==> config.mk <==
export PLATFORM = sky130hd
export DESIGN_NAME = booth_seq_mul_flat
export DESIGN_NICKNAME = d
export VERILOG_FILES = /design/src/rtl/booth_seq_mul_if.sv /design/src/rtl/booth_seq_mul.sv /design/src/flat_wrapper.sv
export SDC_FILE = /design/constraint.sdc
export NUM_CORES = 1
export LEC_CHECK = 0
export CORE_MARGIN = 2
export CORE_UTILIZATION = 33
export CTS_BUF_LIST = sky130_fd_sc_hd__clkbuf_2 sky130_fd_sc_hd__clkbuf_4 sky130_fd_sc_hd__clkbuf_8
export DETAILED_ROUTE_END_ITERATION = 7
export HOLD_SLACK_MARGIN = 0.08
export PLACE_DENSITY = 0.55
export SKIP_LAST_GASP = 1
export SLEW_MARGIN = 0
export SYNTH_ARGS = -nofsm -noshare
export SYNTH_HDL_FRONTEND = slang
export SYNTH_SLANG_ARGS = --single-unit
==> constraint.sdc <==
create_clock -name clk -period 5.2 [get_ports clk]
set_clock_uncertainty 0.2 [all_clocks]
set_input_delay 1.3 -clock clk [delete_from_list [all_inputs] [get_ports clk]]
set_output_delay 1.3 -clock clk [all_outputs]
set_load 0.02 [all_outputs]
### Signal wires on met1

Scale bar: 20 um. Supply wires on this layer in grey. Cells faint in the background.
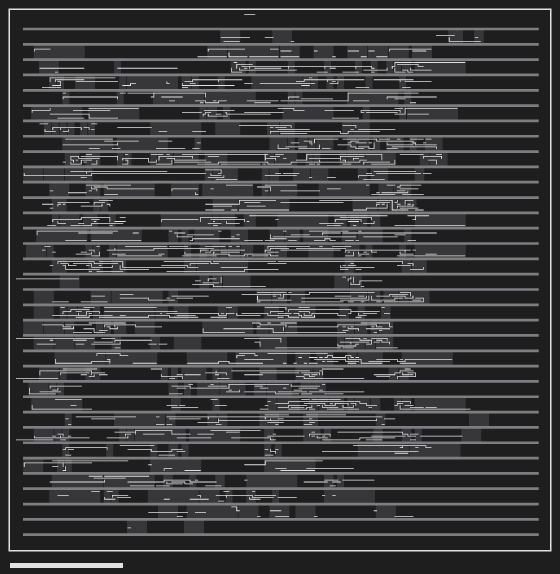
wire length on this layer: 3,180 um
longest straight run: 38.2 um
final wirelength: 6810 um
vias: 2,408

### Zoomed window

Scale bar: 10 um. Window x 28 to 68, y 9 to 49 um. Cells in grey, sequential cells in the stronger grey; small squares are vias.
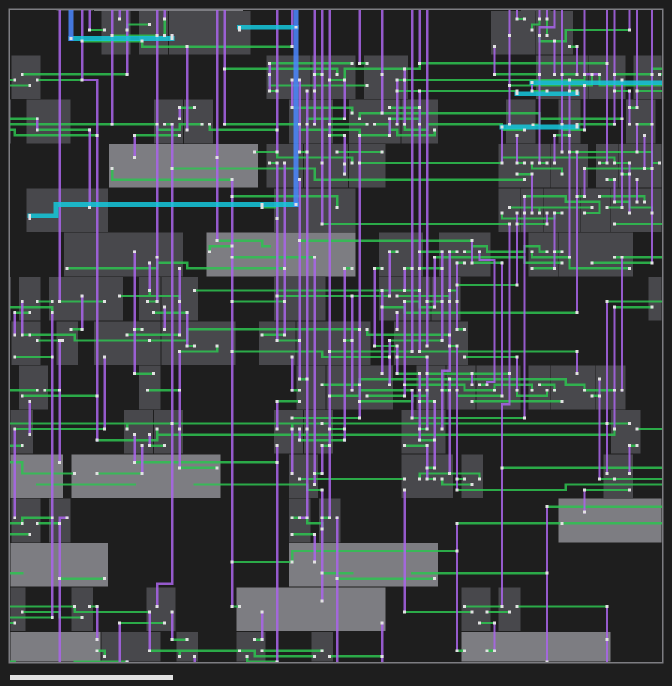
[cyan] metal 3
[green] metal 1
[blue] metal 4
[purple] metal 2
sequential cells in the window: 9
most frequent: o21ai_0 (13), dfrtp_1 (9)
cells with their middle in the window: 97

### Met2 routing

Scale bar: 20 um. Cells faint in the background.
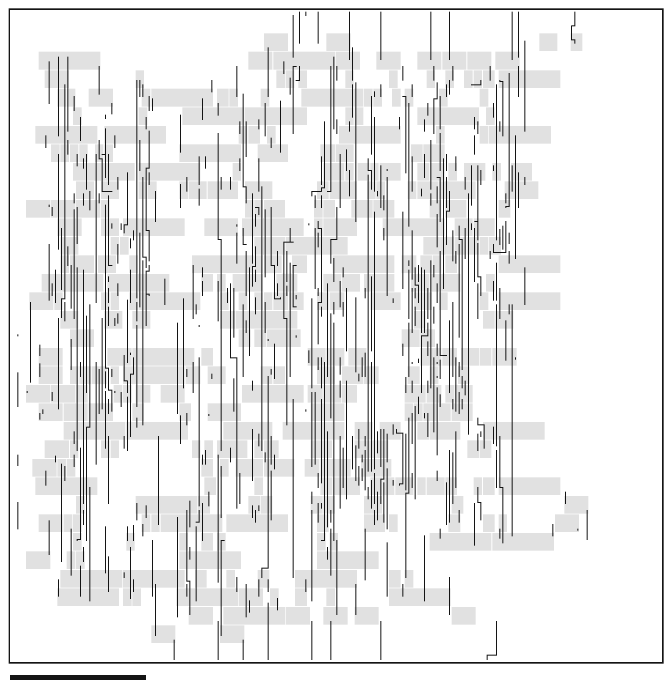
share of all routed wire: 46%
nets with wire on the layer: 319
longest straight run: 43.5 um
met2 GRT Util: 0.253

### Drive-strength map

Scale bar: 20 um.
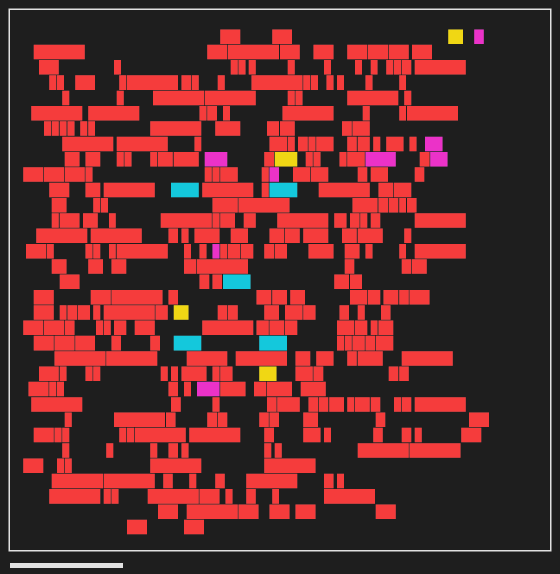
[red] _0 and _1 cells | cells: 342
[yellow] _3 and _4 cells | cells: 4
[magenta] _2 cells | cells: 8
[cyan] _6 and larger | cells: 5
Layout area overhead: 21.1%
final setup margin: 1300 ps
bufs w/o clock: 43
final non-filler cell area: 3370 um^2

==> changes_impl.md <==
### Metrics

- Biggest area cells: dfrtp_1 (45%), nand2_1 (11%), ha_1 (5.8%)
- GRT Total Usage: 0.158
- Worst path required time: 3700 ps
- HPWL after DPL: approximately 4800 um
- Outcome: finished, final reports clean
- Clock Tree Buf Depth: 2
- Fp_density: 0.339
- Final Hold Fails: 0
- CTS buffer count: 5
- Syn nets: 359
- Cts hold-fix bufs: 0
- Crit-path max FO: 26
- Syn_area_per_cell: around 8.6 um^2
- Final cell count without fillers: between 400 and 500
- Final ANT Viol Nets: 0
- Dpl cells: 456
- Top cell category: combinational gates
- Vias in the first global route: ~2,200
- Async set-reset flop share out of synthesis: 1.00
- Die Wd: roughly 96 um
- Post-synth EDFFs: 0
- Number of flip-flops in the largest register: 16
- Seq cells post-synth: 50
- # IOs: approximately 43
- Die area: 9190 um^2
- Yosys stat cell total: 323
- Highest-count logic cell in the final layout: nand2_1
- Chip Area, Yosys: 2780 um^2
- Cell row count: 33
- Final setup vio count: 0
- Worst Setup Start Kind: register
- Tally of filler cells in the layout: 806
- Clock Root Buffer: clkbuf_8
- Post-cts sizing count: 0
- Reg2reg path depth: 6
- Slew Limit Fails: 0
- Logic share of the area: 0.427
- Clk tree area frac: 0.0267
- Most common reg cell: dfrtp_1
- CTS sink cnt: around 50
- Tap cells: ~110
- Register share of the cell area: 0.371
- Mi-comb count: 248
- Post-CTS setup repair buffer count: 0
- Adder share: 0.0656
- NonClk Buf Share: 0.125
- Critical path type: reg -> out
- Worst Tran Pin Value: 861 ps
- CP arrival: 2400 ps
- Cell with the most instances after synthesis: nand2_1
- Port Buffer Count: 42
- Latency at later pin: 310 ps
- Register share after synthesis: 0.449
- Nets: 394
- Via density: 5.19
- Setup crit end kind: output port
- Chip height: roughly 96 um
- Max Cap Violations: 0
- Top cells by count: nand2_1 (83), dfrtp_1 (50), o21ai_0 (21)
- Footprint of the multi-input gates: approximately 1400 um^2
- Initial antenna violation count: 0
- Count of tool warnings: 27
- Routability Congestion: 0.816
- CTS H-tree lvls: 2
- Global-route wire length before repair: 11,200 um
- Main logic family: simple AND/OR/NAND/NOR gates
- Simple Share, Synth: 0.257
- GRT overflow: 0
- Top cells excl fill/tap: nand2_1 (83), dfrtp_1 (50), clkdlybuf4s50_1 (41)
- F_max: ~0.26 GHz
- Synth area leader: dfrtp_1
- Clock buffers: 6
- Core area: 8220 um^2
- Routed WL per cell: 14.7 um
- WHS Path Cells: 2
- Max-area cell share: 0.449
- Post-synthesis cell type count: 44
- Xor+xnor area frac: 0.0283
- Inverters: 10
- Clock-pin slew on the worst setup and hold paths: 90 ps
- Relative slew slack: 0.426
- Minimum clock period: a little under 4000 ps
- CTS tree: built
- Hold/Removal Path Class: reg -> reg
- Synth Cell Area: ~2800 um^2
- Reg2reg setup slack: 1970 ps
- Setup tns final: 0 ps
- AO/OA Area Share: 0.154
- Post-route clock period utilization: 0.749
- Sequential cell count: 50
- Pre-antenna DRT Iters: 4
- DRC violations left: 0
- Post-synthesis cell count: 323
- Yosys warning tally: 0
- RSZ-0062 raised after global routing: false
- Hold Worst Slack: approximately 280 ps
- Register area: approximately 1300 um^2
- Largest net degree at the start of global routing: 51
- Layout cells sized above 1: 0.0474
- ANT cells: 0
- Area fraction in mux cells: 0.0117
- Iter 0 DRT Violations: 161
through the flow:
step	util	instance area [um^2]	setup slack (ps)
after floorplan	-	2780	2390
after global placement	0.399	3280	1650
after detailed placement	0.399	3280	1620
after CTS	0.410	3370	1270
after global routing	0.410	3370	1110
final	0.410	3370	1300
worst max-delay path, cell delays in order, from the launching register on:
cell and delay [ps]:
dfrtp_1 420, nand2b_1 550, inv_2 450, clkdlybuf4s50_1 670
routing by layer:
metal,GRT usage,vias to the layer above,part of all wire,wire length (um)
li1,-,1192,-,-
met5,0,-,0,0
met3,0.0313,12,0.046,314
met1,0.215,1151,0.47,3180
met2,0.253,53,0.46,3150
met4,0.0536,0,0.025,170
